met1.png
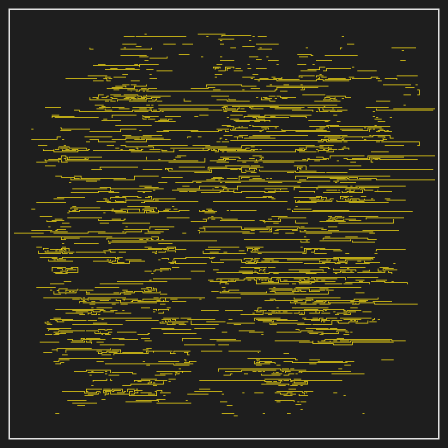
registers.png
Other sequential cells in the stronger grey, the rest of the logic in the fainter grey.
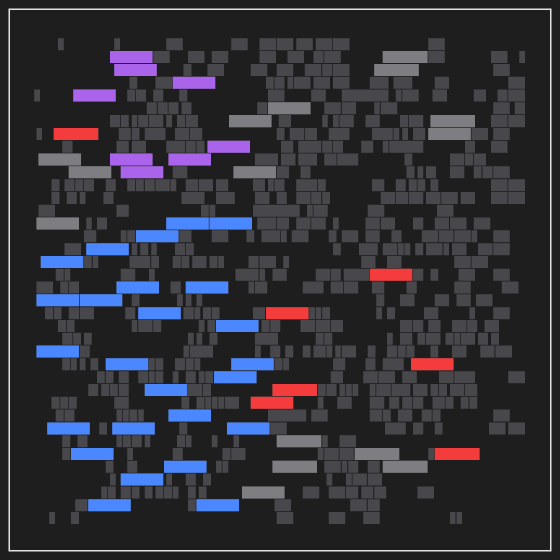
clock_map.png
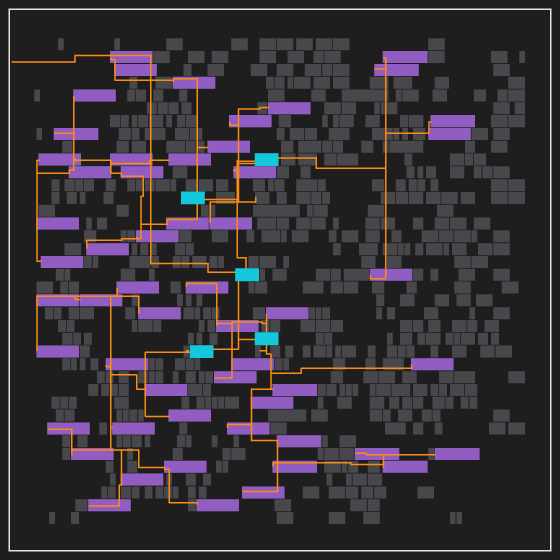
final_congestion.png
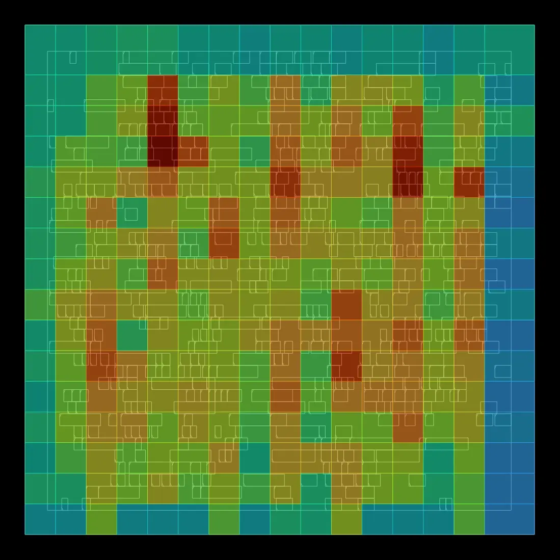
[src/rtl/snake_pkg.sv]
// Shared grid and direction definitions for the snake head and apple generator.
// Latency: none (types, constants and a pure helper function only).
// Backpressure: not applicable.
package snake_pkg;

  typedef enum logic [1:0] {
    UP    = 2'd0,
    DOWN  = 2'd1,
    LEFT  = 2'd2,
    RIGHT = 2'd3
  } dir_t;

  typedef enum logic [1:0] {
    IDLE = 2'd0,
    RUN  = 2'd1,
    OVER = 2'd2
  } state_t;

  localparam int          COORD_W  = 11;
  localparam logic [10:0] MIN_X    = 11'd16;
  localparam logic [10:0] MAX_X    = 11'd1392;
  localparam logic [10:0] MIN_Y    = 11'd16;
  localparam logic [10:0] MAX_Y    = 11'd848;
  localparam logic [10:0] START_X  = 11'd400;
  localparam logic [10:0] START_Y  = 11'd432;
  localparam int          DEF_STEP = 32;

  // True when b points straight back along a (a 180-degree turn).
  function automatic logic is_opposite(input dir_t a, input dir_t b);
    logic opp;
    case (a)
      UP:      opp = (b == DOWN);
      DOWN:    opp = (b == UP);
      LEFT:    opp = (b == RIGHT);
      RIGHT:   opp = (b == LEFT);
      default: opp = 1'b0;
    endcase
    return opp;
  endfunction

endpackage

[src/rtl/move_tick_gen.sv]
// Move-rate divider: counts 0..TICK_DIV-1 while enabled and flags the terminal count.
// Latency: tick is combinational from the count register; it is high in the cycle before the wrap edge.
// Backpressure: none; clear has priority over enable and holds no state beyond the count.
module move_tick_gen #(
  parameter int TICK_DIV = 25_000_000
) (
  input  logic clk,
  input  logic rst_n,
  input  logic enable,
  input  logic clear,
  output logic tick
);

  localparam int            CW   = (TICK_DIV > 2) ? $clog2(TICK_DIV) : 1;
  localparam logic [CW-1:0] LAST = CW'(TICK_DIV - 1);

  logic [CW-1:0] cnt_q;
  logic [CW-1:0] cnt_d;

  // Next count: clear wins, otherwise count up and wrap at the terminal value.
  always_comb begin
    cnt_d = cnt_q;
    if (clear) begin
      cnt_d = '0;
    end else if (enable) begin
      cnt_d = (cnt_q == LAST) ? '0 : cnt_q + CW'(1);
    end
  end

  // Count register.
  always_ff @(posedge clk or negedge rst_n) begin
    if (!rst_n) begin
      cnt_q <= '0;
    end else begin
      cnt_q <= cnt_d;
    end
  end

  assign tick = enable && !clear && (cnt_q == LAST);

endmodule

[src/rtl/snake_head_ctrl.sv]
// Snake head controller: latches direction buttons, steps the head on each move tick, detects apple/wall/border hits, keeps score.
// Latency: head, move_tick, eat, score and game_over all update on the terminal-count edge; no input reaches an output combinationally.
// Backpressure: none; inputs are sampled every cycle. Define SNAKE_WRAP_EN to wrap at the borders instead of ending the game.
module snake_head_ctrl
  import snake_pkg::*;
#(
  parameter int TICK_DIV = 25_000_000,
  parameter int STEP     = DEF_STEP
) (
  input  logic        clk,
  input  logic        btnrst,
  input  logic        btn_up,
  input  logic        btn_down,
  input  logic        btn_left,
  input  logic        btn_right,
  input  logic        start,
  input  logic [10:0] apple_x,
  input  logic [10:0] apple_y,
  input  logic [10:0] wallpos_x,
  input  logic [10:0] wallpos_y,
  output logic [10:0] snakehead_x,
  output logic [10:0] snakehead_y,
  output logic        move_tick,
  output logic        eat,
  output logic [7:0]  score,
  output logic        game_over
);

  localparam logic signed [11:0] STEP_S = 12'(STEP);
  localparam logic signed [11:0] MIN_XS = $signed({1'b0, MIN_X});
  localparam logic signed [11:0] MAX_XS = $signed({1'b0, MAX_X});
  localparam logic signed [11:0] MIN_YS = $signed({1'b0, MIN_Y});
  localparam logic signed [11:0] MAX_YS = $signed({1'b0, MAX_Y});

  state_t      state_q, state_d;
  dir_t        dir_q, dir_d;
  dir_t        pend_q, pend_d;
  logic [10:0] head_x_q, head_x_d;
  logic [10:0] head_y_q, head_y_d;
  logic [7:0]  score_q, score_d;
  logic        eat_q, eat_d;
  logic        tick_q, tick_d;
  logic        over_q, over_d;

  logic        step_tc;
  logic        tick_en;
  logic        tick_clr;
  logic        btn_any;
  dir_t        btn_dir;
  dir_t        ref_dir;

  logic signed [11:0] hx_s, hy_s, nx_s, ny_s;
  logic [10:0] next_x, next_y;
  logic        border_hit, wall_hit, apple_hit, collide;

  // Counter runs only in RUN and restarts from zero on the edge that enters RUN.
  assign tick_en  = (state_q == RUN);
  assign tick_clr = start && (state_q != RUN);

  move_tick_gen #(
    .TICK_DIV (TICK_DIV)
  ) u_tick (
    .clk    (clk),
    .rst_n  (btnrst),
    .enable (tick_en),
    .clear  (tick_clr),
    .tick   (step_tc)
  );

  // Button priority encoder: up > down > left > right.
  always_comb begin
    btn_any = 1'b1;
    btn_dir = RIGHT;
    if (btn_up) begin
      btn_dir = UP;
    end else if (btn_down) begin
      btn_dir = DOWN;
    end else if (btn_left) begin
      btn_dir = LEFT;
    end else if (btn_right) begin
      btn_dir = RIGHT;
    end else begin
      btn_any = 1'b0;
    end
  end

  // Candidate next cell along the direction that commits on this tick, plus hit detection.
  always_comb begin
    hx_s = $signed({1'b0, head_x_q});
    hy_s = $signed({1'b0, head_y_q});
    nx_s = hx_s;
    ny_s = hy_s;
    case (pend_q)
      UP:      ny_s = hy_s - STEP_S;
      DOWN:    ny_s = hy_s + STEP_S;
      LEFT:    nx_s = hx_s - STEP_S;
      default: nx_s = hx_s + STEP_S;
    endcase
`ifdef SNAKE_WRAP_EN
    border_hit = 1'b0;
    next_x = (nx_s < MIN_XS) ? MAX_X : (nx_s > MAX_XS) ? MIN_X : nx_s[10:0];
    next_y = (ny_s < MIN_YS) ? MAX_Y : (ny_s > MAX_YS) ? MIN_Y : ny_s[10:0];
`else
    border_hit = (nx_s < MIN_XS) || (nx_s > MAX_XS) || (ny_s < MIN_YS) || (ny_s > MAX_YS);
    next_x = nx_s[10:0];
    next_y = ny_s[10:0];
`endif
    wall_hit  = (next_x == wallpos_x) && (next_y == wallpos_y);
    apple_hit = (next_x == apple_x) && (next_y == apple_y);
    collide   = border_hit || wall_hit;
  end

  // Game FSM next-state: start reloads, ticks step the head, collisions hold the head and end the game.
  always_comb begin
    state_d  = state_q;
    dir_d    = dir_q;
    pend_d   = pend_q;
    head_x_d = head_x_q;
    head_y_d = head_y_q;
    score_d  = score_q;
    eat_d    = 1'b0;
    tick_d   = 1'b0;
    // On a tick the pending direction becomes committed, so reversal is judged against it.
    ref_dir  = step_tc ? pend_q : dir_q;
    case (state_q)
      IDLE, OVER: begin
        if (start) begin
          state_d  = RUN;
          head_x_d = START_X;
          head_y_d = START_Y;
          score_d  = 8'd0;
        end
      end
      RUN: begin
        if (btn_any && !is_opposite(ref_dir, btn_dir)) begin
          pend_d = btn_dir;
        end
        if (step_tc) begin
          tick_d = 1'b1;
          dir_d  = pend_q;
          if (collide) begin
            state_d = OVER;
          end else begin
            head_x_d = next_x;
            head_y_d = next_y;
            if (apple_hit) begin
              eat_d = 1'b1;
              if (score_q != 8'hFF) begin
                score_d = score_q + 8'd1;
              end
            end
          end
        end
      end
      default: state_d = IDLE;
    endcase
    over_d = (state_d == OVER);
  end

  // State and registered outputs.
  always_ff @(posedge clk or negedge btnrst) begin
    if (!btnrst) begin
      state_q  <= IDLE;
      dir_q    <= RIGHT;
      pend_q   <= RIGHT;
      head_x_q <= START_X;
      head_y_q <= START_Y;
      score_q  <= 8'd0;
      eat_q    <= 1'b0;
      tick_q   <= 1'b0;
      over_q   <= 1'b0;
    end else begin
      state_q  <= state_d;
      dir_q    <= dir_d;
      pend_q   <= pend_d;
      head_x_q <= head_x_d;
      head_y_q <= head_y_d;
      score_q  <= score_d;
      eat_q    <= eat_d;
      tick_q   <= tick_d;
      over_q   <= over_d;
    end
  end

  assign snakehead_x = head_x_q;
  assign snakehead_y = head_y_q;
  assign move_tick   = tick_q;
  assign eat         = eat_q;
  assign score       = score_q;
  assign game_over   = over_q;

endmodule

[config.mk]
export PLATFORM = sky130hd
export DESIGN_NAME = snake_head_ctrl
export DESIGN_NICKNAME = d
export VERILOG_FILES = /design/src/rtl/snake_pkg.sv /design/src/rtl/move_tick_gen.sv /design/src/rtl/snake_head_ctrl.sv
export SDC_FILE = /design/constraint.sdc
export NUM_CORES = 1
export LEC_CHECK = 0
export CAP_MARGIN = 20
export CELL_PAD_IN_SITES_DETAIL_PLACEMENT = 0
export CELL_PAD_IN_SITES_GLOBAL_PLACEMENT = 1
export CORE_MARGIN = 5
export CORE_UTILIZATION = 39
export DETAILED_ROUTE_END_ITERATION = 10
export HOLD_SLACK_MARGIN = 0.05
export PLACE_DENSITY_LB_ADDON = 0.1
export SYNTH_ARGS = -nofsm -noshare
export SYNTH_HDL_FRONTEND = slang
export SYNTH_SLANG_ARGS = --single-unit
[constraint.sdc]
create_clock -name clk -period 4.8 [get_ports clk]
set_clock_uncertainty 0.05 [all_clocks]
set_input_delay 0.72 -clock clk [delete_from_list [all_inputs] [get_ports clk]]
set_output_delay 0.72 -clock clk [all_outputs]
set_load 0.01 [all_outputs]
==> impl_metrics.json <==
{
  "met1Wirelength_um": 5720,
  "dieHeight_um": 115,
  "ys.flop_type": "dfrtp_1",
  "leakage_nw": 1.98,
  "cap_violations": 0,
  "cts_buffer_depth": 2,
  "dr.pass1.iters": 5,
  "core_um2": 10800,
  "grt_max_degree": 56,
  "ant_nets": 0,
  "synthCells": 506,
  "sh_comb_area_pct": 51.2,
  "status": "completed",
  "port_buffers": 75,
  "ys_sh_aoi_pct": 24.3,
  "ys_warn_count": 0,
  "reg2reg_from": "pend_q[0]$_DFFE_PN1P_",
  "switching_power_mw": 0.604,
  "report.final.slew_viol_count": 0,
  "required_ns": 4.99
}
Back to the opening pictures, met1.png:
wire length on this layer: 5,720 µm
share of all routed wire: 46%
nets with wire on the layer: 564
main direction: horizontal
routed via count: 4,063
met1 Track Usage GR: 26.1%
routed wire length: 12,300 µm

Back to the opening pictures, registers.png:
legend:
  purple:
    name_in_the_netlist: score
    sequential_cells: 8
    where: upper left
  blue:
    name_in_the_netlist: u_tick.cnt_q
    sequential_cells: 25
  red:
    name_in_the_netlist: snakehead_x
    sequential_cells: 7
not coloured: 15
flop share of the area: 26.7%
Reg area: 1390 µm²
utilization after layout: 48.1%
seq pwr: 0.582 mW

Back to the opening pictures, clock_map.png:
legend:
  orange:
    item: clock wires
    length: 871 µm
  purple:
    item: flip-flops
    count: 55
  cyan:
    item: cells driving clock nets
    count: 5
routed clock nets: 6
flops lie: spread over the die
Insertion Delay late pin: 0.32 ns
Clock group: 0.278 mW
Clock power frac: 17.8%

Back to the opening pictures, final_congestion.png:
GRT busiest layer: met2
All-Layer GR Usage: 18.6%
met3 GRT Util: 2.47%
met2 Resource Use GR: 31.0%

power groups by stage:
stage               clock [mW]  combinational [mW]  sequential (mW)
detailed placement           0               0.705            0.590
global placement             0               0.693            0.590
finish                   0.278               0.706            0.582
global route             0.302               0.781            0.591
floorplan                    0               0.500            0.579
CTS                      0.284               0.708            0.582
sequential cells by signal, summed over array words and instances (netlist names), 2 cells and up:
name,flops
u_tick.cnt_q,25
pend_q,2
state_q,2
score,8
snakehead_y,6
dir_q,2
snakehead_x,7
worst max-delay path: stages, from the launching register on:
cell       delay, ns
dfstp_2         0.73
nand2b_1        0.26
xnor2_1         0.09
ha_1            0.32
or3b_2          0.48
o2bb2a_1        0.40
mux2i_1         0.15
or4_4           0.44
a2111oi_4       0.22
and4_4          0.32
nor2_4          0.06
or4_1           0.49
a21oi_1         0.15
Power figures rest on the tool's default switching activity, not on a simulated workload.
